### Routed clock nets over the placement, run 1

(4 px per um)
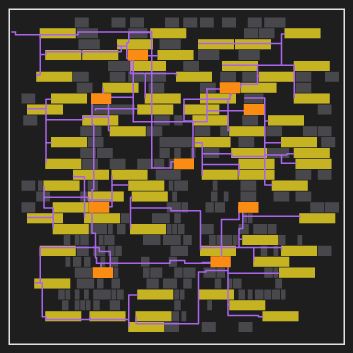
### Local utilization, run 1

(4 px per um) The die is cut into 8 by 8 equal tiles; white is low, dark blue is high, 0 to 100% covered.
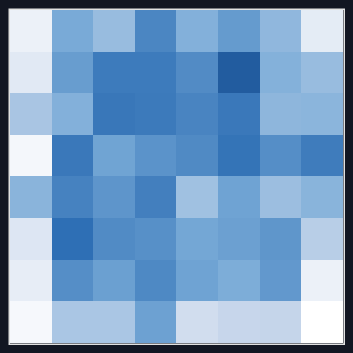
### Met1 routing, run 1

(3 px per um) Supply wires on this layer in grey.
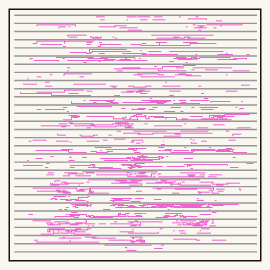
### config.mk
export PLATFORM = sky130hd
export DESIGN_NAME = ch_config_spi_rx
export DESIGN_NICKNAME = d
export VERILOG_FILES = /design/src/rtl/ch_config_spi_rx.sv
export SDC_FILE = /design/constraint.sdc
export NUM_CORES = 1
export LEC_CHECK = 0
export ABC_AREA = 0
export CAP_MARGIN = 5
export CORE_UTILIZATION = 43
export DETAILED_ROUTE_END_ITERATION = 6
export HOLD_SLACK_MARGIN = 0.06
export PLACE_DENSITY = 0.6
export SYNTH_ARGS = -nofsm -noshare
export SYNTH_HDL_FRONTEND = slang
export SYNTH_SLANG_ARGS = --single-unit
### constraint.sdc
create_clock -name CLK_LOW -period 4.05 [get_ports CLK_LOW]
set_input_delay 0.81 -clock CLK_LOW [delete_from_list [all_inputs] [get_ports CLK_LOW]]
set_output_delay 0.81 -clock CLK_LOW [all_outputs]
set_load 0.01 [all_outputs]
### src/rtl/ch_config_spi_rx.sv
// SPI configuration receiver for the per-channel register blocks.
// Frames are 24 bits (header, address, data), mode 0, MSB first. Valid write
// frames turn into a one-cycle write strobe per selected channel. Read frames
// return both channels' load-protect state on MISO during bits 17..24.
module ch_config_spi_rx #(
    parameter int SYNC_STAGES = 2,
    parameter int FRAME_BITS  = 24
) (
    input  logic       CLK_LOW,
    input  logic       RST,
    input  logic       SPI_SCLK,
    input  logic       SPI_CS_N,
    input  logic       SPI_MOSI,
    output logic       SPI_MISO,
    input  logic       CH1_PROTECT_STATE,
    input  logic       CH2_PROTECT_STATE,
    output logic       CH1_CONFIG_WE,
    output logic       CH2_CONFIG_WE,
    output logic [7:0] CONFIG_ADDR,
    output logic [7:0] CONFIG_DATA,
    output logic       FRAME_ERR
);

    localparam logic [1:0] ST_IDLE   = 2'd0;
    localparam logic [1:0] ST_SHIFT  = 2'd1;
    localparam logic [1:0] ST_COMMIT = 2'd2;
    localparam logic [1:0] ST_DRAIN  = 2'd3;

    // Bit-count milestones: last data bit, header complete, first shifted readback bit.
    localparam logic [4:0] CNT_LAST     = 5'(FRAME_BITS - 1);
    localparam logic [4:0] CNT_STATUS   = 5'd15;
    localparam logic [4:0] CNT_MISO_SHF = 5'd17;

    // Frame length is hard-wired into the field layout; reject anything else at elaboration.
    if ((FRAME_BITS != 24) || (SYNC_STAGES < 2) || (SYNC_STAGES > 4)) begin : g_param_check
        $error("ch_config_spi_rx: FRAME_BITS must be 24 and SYNC_STAGES 2..4");
    end

    // ------------------------------------------------------------------
    // Input synchronizers: index 0 = SCLK, 1 = CS_N, 2 = MOSI. All three use
    // the same depth so MOSI stays aligned with the SCLK edge that samples it.
    // CS_N resets to 0 so a frame already in progress at reset is ignored
    // until CS_N goes high and falls again.
    // ------------------------------------------------------------------
    logic [2:0]             async_in;
    logic [SYNC_STAGES-1:0] sync_reg [3];

    assign async_in = {SPI_MOSI, SPI_CS_N, SPI_SCLK};

    genvar gi;
    for (gi = 0; gi < 3; gi++) begin : g_sync
        // Shift the asynchronous input through its synchronizer chain.
        always_ff @(posedge CLK_LOW or posedge RST) begin
            if (RST) begin
                sync_reg[gi] <= '0;
            end else begin
                sync_reg[gi] <= {sync_reg[gi][SYNC_STAGES-2:0], async_in[gi]};
            end
        end
    end

    logic sclk_s;
    logic cs_s;
    logic mosi_s;

    assign sclk_s = sync_reg[0][SYNC_STAGES-1];
    assign cs_s   = sync_reg[1][SYNC_STAGES-1];
    assign mosi_s = sync_reg[2][SYNC_STAGES-1];

    // ------------------------------------------------------------------
    // Datapath / FSM registers
    // ------------------------------------------------------------------
    logic [1:0]            state_reg;
    logic [4:0]            bit_cnt_reg;
    logic [FRAME_BITS-1:0] shift_reg;
    logic [7:0]            addr_reg;
    logic [7:0]            data_reg;
    logic                  we1_reg;
    logic                  we2_reg;
    logic                  ferr_reg;
    logic                  drain_err_reg;
    logic [7:0]            miso_sr_reg;
    logic                  sclk_prev_reg;
    logic                  cs_prev_reg;

    logic                  sclk_rise;
    logic                  sclk_fall;
    logic                  cs_fall;
    logic [FRAME_BITS-1:0] frame_next;
    logic [7:0]            hdr_next;
    logic                  hdr_next_write_ok;
    logic [7:0]            hdr;

    assign sclk_rise  = sclk_s & ~sclk_prev_reg;
    assign sclk_fall  = ~sclk_s & sclk_prev_reg;
    assign cs_fall    = ~cs_s & cs_prev_reg;
    assign frame_next = {shift_reg[FRAME_BITS-2:0], mosi_s};

    // Header as it will look once the bit being sampled now is shifted in;
    // used to load ADDR/DATA on the last bit so they settle before the strobe.
    assign hdr_next          = frame_next[FRAME_BITS-1 -: 8];
    assign hdr_next_write_ok = hdr_next[7] && (hdr_next[6:2] == 5'd0) && (hdr_next[1:0] != 2'd0);

    // Header of the completed frame, evaluated in COMMIT.
    assign hdr = shift_reg[FRAME_BITS-1 -: 8];

    // Frame FSM: shift in bits, commit the frame, flag errors, drive readback.
    always_ff @(posedge CLK_LOW or posedge RST) begin
        if (RST) begin
            state_reg     <= ST_IDLE;
            bit_cnt_reg   <= '0;
            shift_reg     <= '0;
            addr_reg      <= '0;
            data_reg      <= '0;
            we1_reg       <= 1'b0;
            we2_reg       <= 1'b0;
            ferr_reg      <= 1'b0;
            drain_err_reg <= 1'b0;
            miso_sr_reg   <= '0;
            sclk_prev_reg <= 1'b0;
            cs_prev_reg   <= 1'b0;
        end else begin
            sclk_prev_reg <= sclk_s;
            cs_prev_reg   <= cs_s;
            we1_reg       <= 1'b0;
            we2_reg       <= 1'b0;
            ferr_reg      <= 1'b0;

            case (state_reg)
                ST_IDLE: begin
                    miso_sr_reg <= '0;
                    if (cs_fall) begin
                        state_reg     <= ST_SHIFT;
                        bit_cnt_reg   <= '0;
                        drain_err_reg <= 1'b0;
                    end
                end

                ST_SHIFT: begin
                    if (cs_s) begin
                        // CS_N released early: partial frame is an error, empty one is not.
                        state_reg   <= ST_IDLE;
                        miso_sr_reg <= '0;
                        if (bit_cnt_reg != 5'd0) begin
                            ferr_reg <= 1'b1;
                        end
                    end else if (sclk_rise) begin
                        shift_reg   <= frame_next;
                        bit_cnt_reg <= bit_cnt_reg + 5'd1;
                        // Bit 16 arriving: header is complete, latch status for a read.
                        if ((bit_cnt_reg == CNT_STATUS) && !shift_reg[CNT_STATUS - 5'd1]) begin
                            miso_sr_reg <= {6'b0, CH2_PROTECT_STATE, CH1_PROTECT_STATE};
                        end
                        if (bit_cnt_reg == CNT_LAST) begin
                            state_reg <= ST_COMMIT;
                            if (hdr_next_write_ok) begin
                                addr_reg <= frame_next[15:8];
                                data_reg <= frame_next[7:0];
                            end
                        end
                    end else if (sclk_fall && (bit_cnt_reg >= CNT_MISO_SHF)) begin
                        // The fall after bit 16 keeps the MSB so the MCU sees it on bit 17.
                        miso_sr_reg <= {miso_sr_reg[6:0], 1'b0};
                    end
                end

                ST_COMMIT: begin
                    state_reg   <= ST_DRAIN;
                    miso_sr_reg <= '0;
                    if (hdr[6:2] != 5'd0) begin
                        ferr_reg <= 1'b1;
                    end else if (hdr[7]) begin
                        if (hdr[1:0] == 2'd0) begin
                            ferr_reg <= 1'b1;
                        end else begin
                            we1_reg <= hdr[0];
                            we2_reg <= hdr[1];
                        end
                    end
                end

                default: begin // ST_DRAIN
                    miso_sr_reg <= '0;
                    if (cs_s) begin
                        state_reg <= ST_IDLE;
                    end else if (sclk_rise && !drain_err_reg) begin
                        // Overrun: report once per frame no matter how many extra clocks.
                        ferr_reg      <= 1'b1;
                        drain_err_reg <= 1'b1;
                    end
                end
            endcase
        end
    end

    assign SPI_MISO      = miso_sr_reg[7];
    assign CH1_CONFIG_WE = we1_reg;
    assign CH2_CONFIG_WE = we2_reg;
    assign CONFIG_ADDR   = addr_reg;
    assign CONFIG_DATA   = data_reg;
    assign FRAME_ERR     = ferr_reg;

endmodule
==> metrics.cfg, run 1 <==
[layout]
sh_seq_area_pct = 49.4
signal_buffers = 28
ff_count = 67
final-clk-cell-share_pct = 6.23
fin_nets = 264
final_cell_mix = dfrtp_1 (67), mux2_2 (30), clkdlybuf4s50_1 (26)
final_core_util_pct = 53.1
nonClkBufAreaFrac_pct = 8.12
seqCellArea_um2 = 1680

[drt]
met2_length_um = 1980
vias_per_cell = 5.11
ant_nets = 0
top_layer_used = met4
drtIter0Drc = 77
drc = 0

[floorplanning]
coreArea_um2 = 6390
dieArea_um2 = 6950
die_y_um = 83.3

[timing]
finalSetupViolCount = 0
fin_crit_ps = 2540
rsz0062_at_grt = no
hold_slack_ps = 350

[synth]
syn-num-nets = 232
area_leaders = dfrtp_1 (59%), mux2_2 (12%), mux2_4 (5.3%)
synth_flops = 67
synth_simple_gate_area_share_pct = 10.3
yosys.area_share.adder_pct = 3.52
top_cell = dfrtp_1
yosys_cells = 217

[pwr]
switching_share_pct = 28.0
p_int_mw = 1.16
design_power_total_mw = 1.61
powerClk_mw = 0.581
cellLeakagePower_nw = 1.59
comb_power_mw = 0.250
pg_seq_mw = 0.781

[critical_path]
r2r-end = CONFIG_DATA[2]
worst_path_max_delay_cell = ha_1
start_kind = flip-flop
endpoint = CONFIG_DATA[2]
crit_path_max_incr_delay_ps = 420
r2r_slack_ps = 1510
crit-reg2reg-launch = state_reg[1]
path_delay_family = simple AND/OR/NAND/NOR gates
cp-end-kind = flip-flop
crit_start = state_reg[1]

[clock_network]
clock_latency_ps = 340
cts_hold_buf = 0
cts.sinks = 67
root_buffer = clkbuf_8
cts_resized = 0
cts_tree = built
clk_pin_slew_ps = 80

[min_path]
holdPathEnd = frame_next[0]

[global_routing]
grt_pass1_wl_um = 8140
grt_pass1_vias = 1715

[placed_design]
hpwl_um = 2970
dpl_cell_area_um2 = 3180
dp_cells = 315

[job]
warning_count = 31

[status]
outcome = completed

## Picture notes: 'Routed clock nets over the placement'
[orange] clock-net drivers | count: 9
[purple] clock wires | length: 892 um
[yellow] flip-flops | count: 67
routed clock nets: 10

## Picture notes: 'Local utilization'
mean over tiles: 47%
tiles over 75% full: 1.6%
fullest tile: 82%
nearly empty tiles: 1.6%
emptiest ninth of the die: south-east

## Picture notes: 'Met1 routing'
longest straight run: 24.8 um
main direction: horizontal
share of all routed wire: 51%
nets with wire on the layer: 232
wire length on this layer: 2350 um

==> run 2: changes to the inputs <==
--- a/config.mk
+++ b/config.mk
@@ -10,7 +10,7 @@
 export CORE_UTILIZATION = 43
 export DETAILED_ROUTE_END_ITERATION = 6
 export HOLD_SLACK_MARGIN = 0.06
-export PLACE_DENSITY = 0.6
+export PLACE_DENSITY = 0.62
 export SYNTH_ARGS = -nofsm -noshare
 export SYNTH_HDL_FRONTEND = slang
 export SYNTH_SLANG_ARGS = --single-unit
==> constraint.sdc (replaced) <==
create_clock -name CLK_LOW -period 2.1 [get_ports CLK_LOW]
set_input_delay 0.42 -clock CLK_LOW [delete_from_list [all_inputs] [get_ports CLK_LOW]]
set_output_delay 0.42 -clock CLK_LOW [all_outputs]
set_load 0.01 [all_outputs]
### Local utilization, run 2

(4 px per um) The die is cut into 8 by 8 equal tiles; white is low, dark blue is high, 0 to 100% covered.
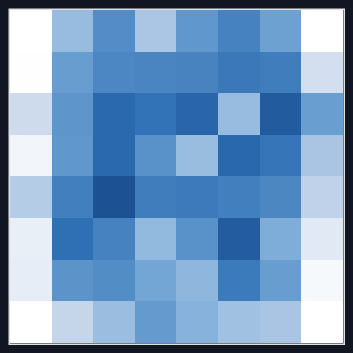
nearly empty tiles: 7.8%
tiles over 75% full: 11%
fullest tile: 86%
Initial Utilization: 44.6%
core footprint: 6390 um2

### Clock routing, run 2

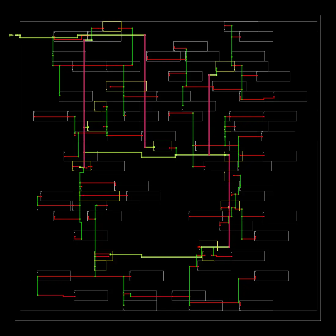
Post-Route Skew: 9.83 ps
clock latency on the worst-skew pair: 350 ps
clock buf count: 9
clock group power: 1.20 mW
CTS sink cnt: 67

==> run 2 against run 1 <==
Sequential share of layout area decreased by 1.2 points; global-route usage about the same; total power increased by 100%; non-clock buffer count increased by 6; core utilization increased by 1.4 points; design area increased by 2.6%; critical path type unchanged; critical endpoint unchanged; highest routed layer unchanged.
==> metrics.cfg, run 2 <==
[job]
drv_cap = 0
warning_count = 31

[pwr]
cellLeakagePower_nw = 1.64
p_int_mw = 2.32
p_clk_share_pct = 37.2
design_power_total_mw = 3.23
vdd.ir_drop.worst_mv = 0.527
top_power_group = sequential cells
pwr-share-seq_pct = 46.8
comb_power_mw = 0.516
pg_seq_mw = 1.51
pwr-share-comb_pct = 16.0
power_density_nw_per_um2 = 928
switchingPower_mw = 0.906
switching_share_pct = 28.1

[critical_path]
worst-path-stages = 4
arrival_ps = 2260
crit_start = shift_reg[18]
path_cells = or4_4 > nor4b_4 > nand3_4 > mux2_4
worst_path_max_delay_cell = or4_4
worst_ep_required_time_ps = 2340
r2r_slack_ps = 80
endpoint = CONFIG_DATA[2]
critPathKind = flip-flop to flip-flop
crit_fanout = 16
reg2reg_depth = 4
r2r-end = CONFIG_DATA[2]
path_delay_family = simple AND/OR/NAND/NOR gates
crit_path_max_incr_delay_ps = 570
cp-end-kind = flip-flop
crit-reg2reg-launch = shift_reg[18]
start_kind = flip-flop

[timing]
hold_slack_ps = 349
fin_tns_setup_ps = 0
fin_crit_ps = 2020
drv_slew = 0
setup_ws_ps = 80.1
fmax_mhz = 495
rsz0062_at_grt = no
finalSetupViolCount = 0
worst_pin_slew_ps = 478
relSlewSlack_pct = 68.0
fin_crit_sh_pct = 96.2

[layout]
design_area_um2 = 3480
instances_no_fill = 337
syn2layout_area_growth_pct = 22.3
ff_count = 67
layout_top_cell = dfrtp_1
logic_area_um2 = 1080
drive_gt1_share_pct = 26.9
largest_reg_flops = 24
comb_cells = 129
final-clk-cell-share_pct = 6.44
fin_nets = 270
sh_seq_area_pct = 48.2
final_core_util_pct = 54.5
dominant-cell-class = flip-flops and latches
sh_comb_area_pct = 31.1
final_cell_mix = dfrtp_1 (67), mux2_2 (30), clkdlybuf4s50_1 (26)
inverters = 14
nonClkBufAreaFrac_pct = 9.92
signal_buffers = 34
seqCellArea_um2 = 1680

[placed_design]
place.gp.congestion = 0.836
dp_slack_ps = 61.3
dpl_cell_area_um2 = 3250
port_buffers = 26
hpwl_um = 3150
dp_cells = 321

[drt]
drc = 0
ant_nets = 0
finalWirelength_um = 4580
vias = 1691
drtIter0Drc = 48
met2_length_um = 1940
routedWlPerCell_um = 13.6
top_layer_used = met4
m1WireLength_um = 2370
vias_per_cell = 5.02
dr.pass1.iters = 4
met3_length_um = 158

[synth]
top_cells_by_count = dfrtp_1 (67), mux2_2 (30), nand2_1 (16)
postSynthSeqShare_pct = 58.9
synth.area.mux_share_pct = 18.2
edf_count = 0
xor_share_pct = 0
topCombFamilyByArea = multiplexers
yosys.area_share.adder_pct = 3.52
ys.flop_type = dfrtp_1
yosys_area_um2 = 2850
async_flop_share_pct = 100
yosysTopAreaCellShare_pct = 58.9
top_area_cell = dfrtp_1
yosysWarnings = 0
yosys_cells = 217
synthesis.area_um2 = 2850
synth_simple_gate_area_share_pct = 10.3
synth_flops = 67
syn-num-nets = 232
top_cell = dfrtp_1
synthAoiAreaFrac_pct = 5.94
area_leaders = dfrtp_1 (59%), mux2_2 (12%), mux2_4 (5.3%)

[global_routing]
grt_use_met3_pct = 5.17
grt_most_used_layer = met1
grt_max_degree = 31
grt_pass1_vias = 1692
grt_pass1_wl_um = 8290
grt_use_met2_pct = 21.2
antenna_found_initial = 0
grtUsageTotal_pct = 15.5
grt_overflow = 0

[min_path]
min_path_type = flip-flop to flip-flop
whs_path_depth = 0
hp-start = sync_reg[0]
holdPathEnd = frame_next[0]

[floorplanning]
dieArea_um2 = 6950
num_rows = 29
dieWidth_um = 83.3
die_y_um = 83.3
taps = 77
pin_count = 27

[clock_network]
htreeDepth = 3
clk_pin_slew_ps = 70
cts_made_buffers = 9
cts.path.max_buffers = 2
cts_resized = 0
cts_hold_buf = 0
root_buffer = clkbuf_8
post_cts_buffers = 0
cts_tree = built

[status]
outcome = completed

### Routed clock nets over the placement, run 2

(4 px per um)
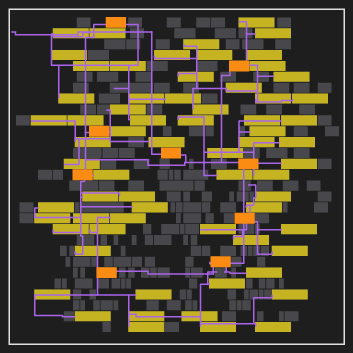
[orange] clock-net drivers | count: 9
[yellow] flip-flops | count: 67
[purple] clock wires | length: 849 um
routed clock nets: 10

No activity file was given, so power comes from the tool's default toggle rates.
